**config.mk**
```make
export PLATFORM = sky130hd
export DESIGN_NAME = updown_counter_mod
export DESIGN_NICKNAME = d
export VERILOG_FILES = /design/src/rtl/counters_pkg.sv /design/src/rtl/updown_counter_mod_en_prescaler.sv /design/src/rtl/updown_counter_mod.sv
export SDC_FILE = /design/constraint.sdc
export NUM_CORES = 1
export LEC_CHECK = 0
export CAP_MARGIN = 30
export CORE_AREA = 4 4 41 43
export CTS_CLUSTER_SIZE = 14
export DETAILED_ROUTE_END_ITERATION = 10
export DIE_AREA = 0 0 45 47
export GPL_TIMING_DRIVEN = 0
export PLACE_DENSITY = 0.64
export SLEW_MARGIN = 20
export SYNTH_ARGS = -nofsm -noshare
export SYNTH_HDL_FRONTEND = slang
export SYNTH_SLANG_ARGS = --single-unit
```
**constraint.sdc**
```tcl
create_clock -name clk -period 3.6 [get_ports clk]
set_clock_uncertainty 0.05 [all_clocks]
set_input_delay 0.72 -clock clk [delete_from_list [all_inputs] [get_ports clk]]
set_output_delay 0.72 -clock clk [all_outputs]
set_load 0.05 [all_outputs]
```
**src/rtl/counters_pkg.sv**
```systemverilog
// counters_pkg
// Shared declarations for the counters library:
//   clog2    - ceiling log2, used to size internal counters
//   max_val  - largest count value for a given modulus
//   dir_t    - count direction encoding (DIR_DN = 0, DIR_UP = 1)
package counters_pkg;

    typedef enum logic {
        DIR_DN = 1'b0,
        DIR_UP = 1'b1
    } dir_t;

    // Smallest n such that 2**n >= value (0 for value <= 1).
    function automatic int clog2(input int value);
        int n;
        n = 0;
        while ((1 << n) < value) begin
            n = n + 1;
        end
        return n;
    endfunction

    function automatic int max_val(input int modulus);
        return modulus - 1;
    endfunction

endpackage

```
**src/rtl/updown_counter_mod_en_prescaler.sv**
```systemverilog
// en_prescaler
// Divides the enable stream: tick is high on every PRESCALE-th enabled cycle.
// Ports:
//   clk  - rising-edge clock
//   rst  - synchronous active-high reset (clears the internal count)
//   en   - enable; the internal count only advances while en=1
//   clr  - synchronous clear (used when the parent loads a new value)
//   tick - combinational step strobe
// With PRESCALE=1 no register is built and tick is simply en.
module en_prescaler
    import counters_pkg::*;
#(
    parameter int PRESCALE = 1
) (
    input  logic clk,
    input  logic rst,
    input  logic en,
    input  logic clr,
    output logic tick
);

    generate
        if (PRESCALE == 1) begin : g_direct
            assign tick = en;

            // Clock, reset and clear have no state to act on here.
            logic unused_inputs;
            assign unused_inputs = ^{clk, rst, clr};
        end else begin : g_divider
            localparam int PW = clog2(PRESCALE);
            localparam logic [PW-1:0] LAST = PW'(PRESCALE - 1);

            logic [PW-1:0] pre_cnt_reg;

            // en=0 freezes the count so a partial window is resumed, not lost.
            always_ff @(posedge clk) begin
                if (rst || clr) begin
                    pre_cnt_reg <= '0;
                end else if (en) begin
                    if (pre_cnt_reg == LAST) begin
                        pre_cnt_reg <= '0;
                    end else begin
                        pre_cnt_reg <= pre_cnt_reg + 1'b1;
                    end
                end
            end

            assign tick = en && (pre_cnt_reg == LAST);
        end
    endgenerate

endmodule

```
**src/rtl/updown_counter_mod.sv**
```systemverilog
// updown_counter_mod
// Synchronous up/down counter with programmable modulus, parallel load,
// wrap/saturate boundary mode and an optional enable prescaler.
// Ports:
//   clk      - rising-edge clock
//   rst      - synchronous active-high reset (count = RESET_VAL)
//   en       - count enable, gates prescaler and stepping
//   up_dn    - 1 = increment, 0 = decrement
//   sat_mode - 1 = saturate at boundary, 0 = wrap
//   load     - synchronous parallel load (ignores en)
//   load_val - value to load, clamped to MODULUS-1
//   count    - registered counter value
//   tc       - combinational terminal count for the current direction
//   wrap_p   - registered one-cycle pulse after a wrap
//   sat_p    - registered one-cycle pulse after a step blocked by saturation
// Edge priority: rst > load > step > hold.
module updown_counter_mod
    import counters_pkg::*;
#(
    parameter int WIDTH     = 3,
    parameter int MODULUS   = 2 ** WIDTH,
    parameter int PRESCALE  = 1,
    parameter int RESET_VAL = 0
) (
    input  logic             clk,
    input  logic             rst,
    input  logic             en,
    input  logic             up_dn,
    input  logic             sat_mode,
    input  logic             load,
    input  logic [WIDTH-1:0] load_val,
    output logic [WIDTH-1:0] count,
    output logic             tc,
    output logic             wrap_p,
    output logic             sat_p
);

    // WIDTH-bit boundary constants keep every comparison inside WIDTH bits.
    localparam logic [WIDTH-1:0] MAX_V   = WIDTH'(max_val(MODULUS));
    localparam logic [WIDTH-1:0] RESET_V = WIDTH'(RESET_VAL);

    logic [WIDTH-1:0] count_reg, count_next;
    logic             wrap_reg, wrap_next;
    logic             sat_reg, sat_next;
    logic             tick;
    logic             at_top, at_bot;
    dir_t             dir;

    // Loading restarts the prescale window so the first step after a load
    // is a full PRESCALE enabled cycles away.
    en_prescaler #(
        .PRESCALE(PRESCALE)
    ) u_prescaler (
        .clk (clk),
        .rst (rst),
        .en  (en),
        .clr (load),
        .tick(tick)
    );

    assign dir    = dir_t'(up_dn);
    assign at_top = (count_reg == MAX_V);
    assign at_bot = (count_reg == '0);
    assign tc     = (dir == DIR_UP) ? at_top : at_bot;

    always_comb begin
        count_next = count_reg;
        wrap_next  = 1'b0;
        sat_next   = 1'b0;
        if (load) begin
            count_next = (load_val > MAX_V) ? MAX_V : load_val;
        end else if (tick) begin
            if (dir == DIR_UP) begin
                if (!at_top) begin
                    count_next = count_reg + 1'b1;
                end else if (sat_mode) begin
                    sat_next = 1'b1;
                end else begin
                    count_next = '0;
                    wrap_next  = 1'b1;
                end
            end else begin
                if (!at_bot) begin
                    count_next = count_reg - 1'b1;
                end else if (sat_mode) begin
                    sat_next = 1'b1;
                end else begin
                    count_next = MAX_V;
                    wrap_next  = 1'b1;
                end
            end
        end
    end

    always_ff @(posedge clk) begin
        if (rst) begin
            count_reg <= RESET_V;
            wrap_reg  <= 1'b0;
            sat_reg   <= 1'b0;
        end else begin
            count_reg <= count_next;
            wrap_reg  <= wrap_next;
            sat_reg   <= sat_next;
        end
    end

    assign count  = count_reg;
    assign wrap_p = wrap_reg;
    assign sat_p  = sat_reg;

endmodule

```
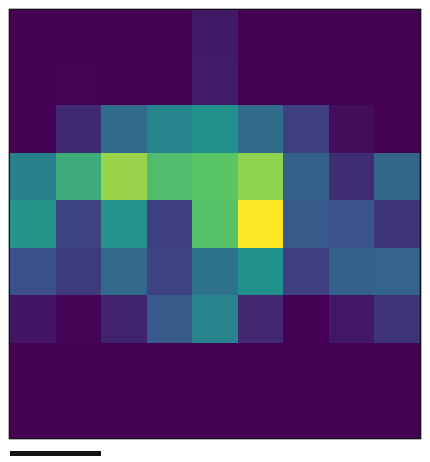
**Above:** run 1 (wiring heat map).
Bar = 10 um. The die is cut into 9 by 9 equal tiles; dark purple is low, yellow is high, scaled to the fullest tile. Values are wire area over tile area, all layers added.
- tiles over half the peak: 11%
- mean over tiles: 0.062
- densest ninth of the die: center
- nearly empty tiles: 47%

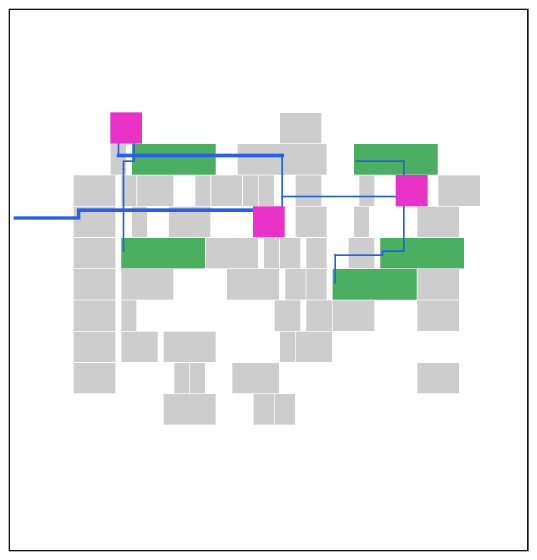
**Above:** run 1 (clock network drawn from the DEF).
- green: flip-flops (count 5)
- magenta: clock drivers (count 3)
- blue: clock wires (length 89.2 um)
- routed clock nets: 4

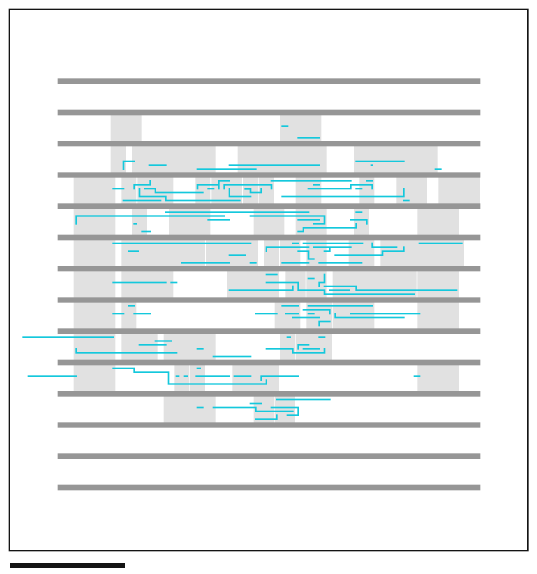
**Above:** run 1 (M1 wires).
Bar = 10 um. Supply wires on this layer in gray. Cells faint in the background.
- share of all routed wire: 44%
- wire length on this layer: 337 um
- longest straight run: 12.9 um
- main direction: horizontal
- nets with wire on the layer: 57

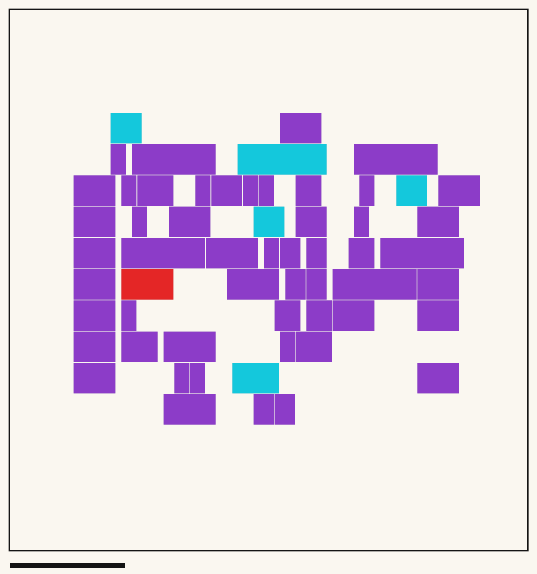
**Above:** run 1 (cell sizes after repair).
Bar = 10 um.
- purple: _0 and _1 cells (cells 52; most used clkdlybuf4s50_1)
- red: _2 cells (cells 1; most used a211oi_2)
- cyan: _3 and _4 cells (cells 5; most used clkbuf_4)

## run 1: cells by family (layout without fill, tap and decap cells)
| kind of cell | after synthesis | after routing |
|---|---|---|
| AND/OR/NAND/NOR | 16 | 16 |
| AND-OR/OR-AND | 9 | 9 |
| flip-flops | 5 | 5 |
| adder cells (fa/ha/maj) | 4 | 4 |
| buffers and inverters | 4 | 22 |
| XOR/XNOR | 1 | 1 |
| multiplexers | 1 | 1 |
## run 1: area by class of cell
cell class,instances,area [um2]
Clock buffer,4,26.3
Timing Repair Buffer,14,140
Tap cell,15,18.8
Multi-Input combinational cell,31,231
Inverter,4,15.0
Sequential cell,5,100
Fill cell,149,769
==> flow_summary.toml, run 1 <==
# generated from flow reports
[synth]
yosys.area_share.simple_pct = 24.5
synthDominantCellAreaShare_pct = 28.9
synth_flops = 5
synth_cell_type_count = 22
netlist_top_cells_count = "dfxtp_1, nand2_1, ha_1, inv_1"
synth.mux.area_fraction_pct = 2.89
top_area_cell = "dfxtp_1"
postSynthCellCount = 40
synth.comb.largest_family = "simple AND/OR/NAND/NOR gates"
fa_ha_area_share_pct = 14.4
aoi_share_pct = 22.4
post_synth_main_area_contributors = "dfxtp_1, ha_1, a31oi_4"

[grt]
global_route.usage.met2_pct = 14.1
use_met3_pct = 7.66
antenna_found_initial = 0
pin_count_of_the_biggest_net_entering_global_routing = 7
grt_pass1_wl_mm = 1.24

[cells_and_area]
number_of_flip_flops_in_the_largest_register = 3
layout.cells.most_common = "clkdlybuf4s50_1"
post-route-util_pct = 40.9
flow.area_growth_from_synthesis_pct = 53.4
drive_above_1_share_pct = 10.3

[timing]
max_freq_mhz = 291
timing.final.max_slew_violations = 0
setup_total_negative_slack_ns = 0
rsz0062_at_grt = "no"

[floorplanning]
pin_count = 15
design.core.area_mm2 = 0.00130
row_count = 13

[min_path]
timing.hold.worst.class = "reg2reg"
min_path_cells = 2

[detailed_routing]
met3RoutedLength_um = 112
wire_per_inst_um = 10.5
detail_route.first_pass.iterations = 4
drt_first_iter_violations = 5
number_of_vias_per_cell = 4.68

[placement]
dpl.hpwl_um = 602
place.port_buffers = 14

[power_and_ir_drop]
power-top-group = "combinational logic"
totalPowerFinal_mw = 0.194
switching_share_pct = 32.3

[critical_path]
cp.depth = 4
worst_path_max_delay_cell = "clkdlybuf4s50_1"
rr_endpoint = "count[1]"
end_kind = "output pin"
critical_path.top_delay_family = "buffers and inverters"
regToRegStartpoint = "count[0]"
worst_path_largest_cell_delay_ns = 0.82

[clock_network]
clock_sinks = 5
cts_buffers = 3

[outcome]
outcome = "finished, final reports clean"
--- run 2 (diff from run 1) ---
Clock period 3.6 ns to 3.22 ns, I/O delays scaled along.
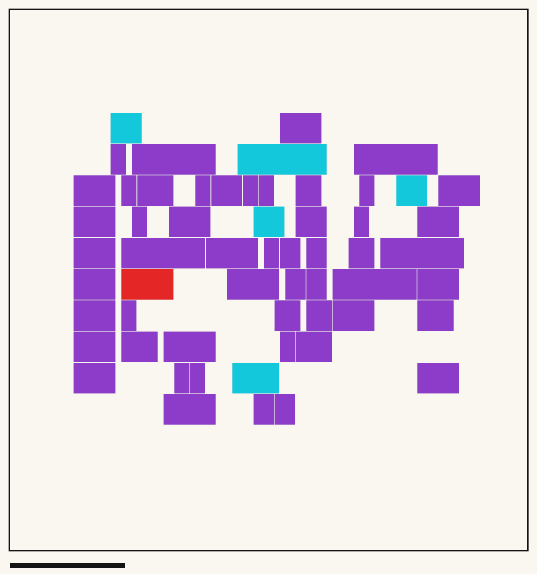
**Above:** run 2 (cell sizes after repair).
Bar = 10 um.
- cyan: _3 and _4 cells (cells 5; most used clkbuf_4)
- purple: _0 and _1 cells (cells 52; most used clkdlybuf4s50_1)
- red: _2 cells (cells 1; most used a211oi_2)

==> flow_summary.toml, run 2 <==
# generated from flow reports
[cells_and_area]
flow.area_growth_from_synthesis_pct = 53.1
post-route-util_pct = 40.8
layout.cells.most_common = "clkdlybuf4s50_1"
flip_flops = 5
clkbuf_count = 4
seq_share_pct = 18.9
n_fill_cell = 150
comb.multi_input.count = 31
buffers = 14
gate_area_um2 = 231
layout.clock.cell_area_share_pct = 4.95
sequential_standard_cell_area_um2 = 100
non_cts_inverters = 4
combinational_share_of_cell_area_pct = 43.6

[grt]
grt_pass1_wl_mm = 1.24
pin_count_of_the_biggest_net_entering_global_routing = 7

[detailed_routing]
number_of_vias_per_cell = 4.68
wire_per_inst_um = 10.5
detail_route.first_pass.iterations = 4
drt_first_iter_violations = 5

[timing]
max_freq_mhz = 334
setup_total_negative_slack_ns = 0
timing.final.max_slew_violations = 0
rsz0062_at_grt = "no"

[critical_path]
regToRegStartpoint = "count[0]"
worst_path_largest_cell_delay_ns = 0.55
cp.depth = 4
worst_path_max_delay_cell = "dlygate4sd2_1"
critical_path.top_delay_family = "buffers and inverters"

[synth]
synth_flops = 5
post_synth_main_area_contributors = "dfxtp_1, ha_1, a31oi_4"
synth_cell_type_count = 22
top_area_cell = "dfxtp_1"
netlist_top_cells_count = "dfxtp_1, nand2_1, ha_1, inv_1"
synthDominantCellAreaShare_pct = 28.9
postSynthCellCount = 40

[clock_network]
clock_sinks = 5
cts_buffers = 3

[power_and_ir_drop]
power-top-group = "combinational logic"
switching_share_pct = 32.4

[placement]
dpl.hpwl_um = 602
place.port_buffers = 14

[min_path]
timing.hold.worst.class = "reg2reg"
min_path_cells = 2

[floorplanning]
pin_count = 15
row_count = 13
num_tap_cells = 15

[outcome]
outcome = "finished, final reports clean"
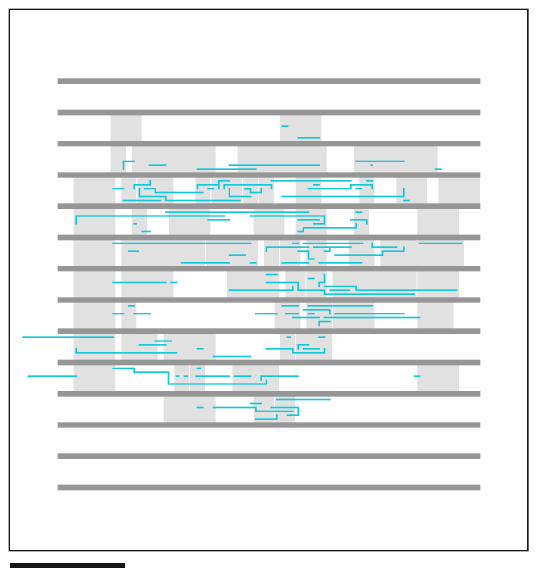
**Above:** run 2 (M1 wires).
Bar = 10 um. Supply wires on this layer in gray. Cells faint in the background.
- main direction: horizontal
- wire length on this layer: 339 um
- nets with wire on the layer: 57
- share of all routed wire: 44%
- longest straight run: 12.9 um

==> run 2: cell counts after synthesis <==
No cell type changed its count.
==> run 2: worst register-to-register path: stages (launching register included) <==
cell	delay, ns
dfxtp_1	0.35
inv_1	0.09
ha_1	0.16
or3b_4	0.41
a31oi_4	0.22
mux2i_1	0.24
a211oi_2	0.08
==> run 2: kinds of logic (layout without fill, tap and decap cells) <==
kind of cell	after synthesis	in the layout	share of synthesized area (%)
flip-flops	5	5	28.9
AND-OR/OR-AND	9	9	22.4
buffers and inverters	4	22	4.33
multiplexers	1	1	2.89
XOR/XNOR	1	1	2.53
adder cells (fa/ha/maj)	4	4	14.4
AND/OR/NAND/NOR	16	16	24.6
==> run 2: layer usage <==
metal  up-vias  wire [um]
met5         -          0
met4         0          0
met3         0        112
met2        18        311
met1       149        339
li1        175          -
--- run 3 (diff from run 2) ---
Settings changed: TNS_END_PERCENT set to 1.
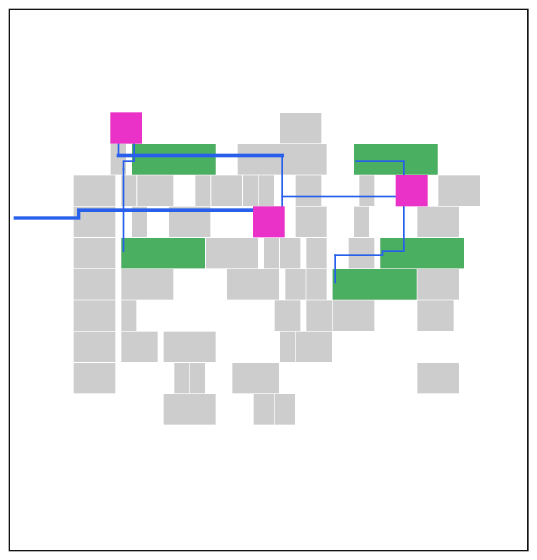
**Above:** run 3 (clock network drawn from the DEF).
- green: flip-flops (count 5)
- blue: clock wires (length 89.2 um)
- magenta: clock drivers (count 3)
- routed clock nets: 4

==> flow_summary.toml, run 3 <==
# generated from flow reports
[timing]
rsz0062_at_grt = "no"
setup_total_negative_slack_ns = 0
max_freq_mhz = 334

[power_and_ir_drop]
switching_share_pct = 32.4

[detailed_routing]
wirelength_met1_um = 339
drt_first_iter_violations = 5
met2_wire_length_um = 311
number_of_vias_per_cell = 4.68
routed.top_layer = "met3"
wire_per_inst_um = 10.5
detail_route.first_pass.iterations = 4

[synth]
post_synth_main_area_contributors = "dfxtp_1, ha_1, a31oi_4"
synthDominantCellAreaShare_pct = 28.9
synth_cell_type_count = 22
postSynthCellCount = 40
netlist_top_cells_count = "dfxtp_1, nand2_1, ha_1, inv_1"
synth_flops = 5

[critical_path]
cp.depth = 4
regToRegStartpoint = "count[0]"
critical_path.top_delay_family = "buffers and inverters"
worst_path_largest_cell_delay_ns = 0.55

[min_path]
min_path_cells = 2
timing.hold.worst.class = "reg2reg"

[clock_network]
cts_buffers = 3
clock_sinks = 5

[outcome]
outcome = "finished, final reports clean"

[cells_and_area]
post-route-util_pct = 40.8
gate_area_um2 = 231
n_fill_cell = 150
sequential_standard_cell_area_um2 = 100
flow.area_growth_from_synthesis_pct = 53.1

[grt]
pin_count_of_the_biggest_net_entering_global_routing = 7
grt_pass1_wl_mm = 1.24

[floorplanning]
pin_count = 15

[placement]
dpl.hpwl_um = 602
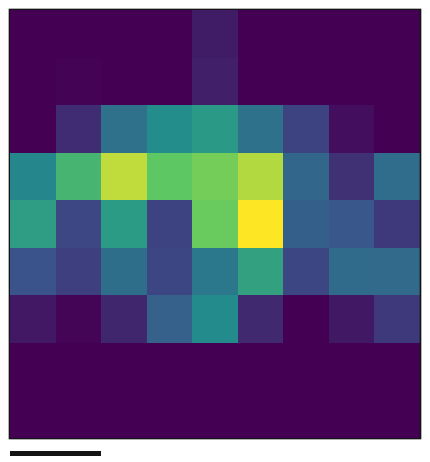
**Above:** run 3 (wiring heat map).
Bar = 10 um. The die is cut into 9 by 9 equal tiles; dark purple is low, yellow is high, scaled to the fullest tile. Values are wire area over tile area, all layers added.
- emptiest ninth of the die: south-west
- mean over tiles: 0.062
- densest ninth of the die: center

==> run 3: kinds of logic (layout without fill, tap and decap cells) <==
logic type      after synthesis  in the layout  share of synthesized area [%]
fa+ha+maj                     4              4                           14.4
mux                           1              1                           2.89
flops                         5              5                           28.9
buf+inv                       4             22                           4.33
xor+xnor                      1              1                           2.53
compound gates                9              9                           22.4
simple gates                 16             16                           24.6
==> run 3: final cells by class <==
cell class              count  share of cell area, %
clock buffers               4                   4.95
inverters                   4                   2.83
well taps                  15                   3.54
multi-input cells          31                   43.6
repair buffers             14                   26.2
flip-flops and latches      5                   18.9
==> run 3: worst register-to-register path: stages, from the launching register on <==
cell      delay, ns
dfxtp_1        0.35
inv_1          0.09
ha_1           0.16
or3b_4         0.41
a31oi_4        0.22
mux2i_1        0.24
a211oi_2       0.08
Power and IR drop assume default switching activity.
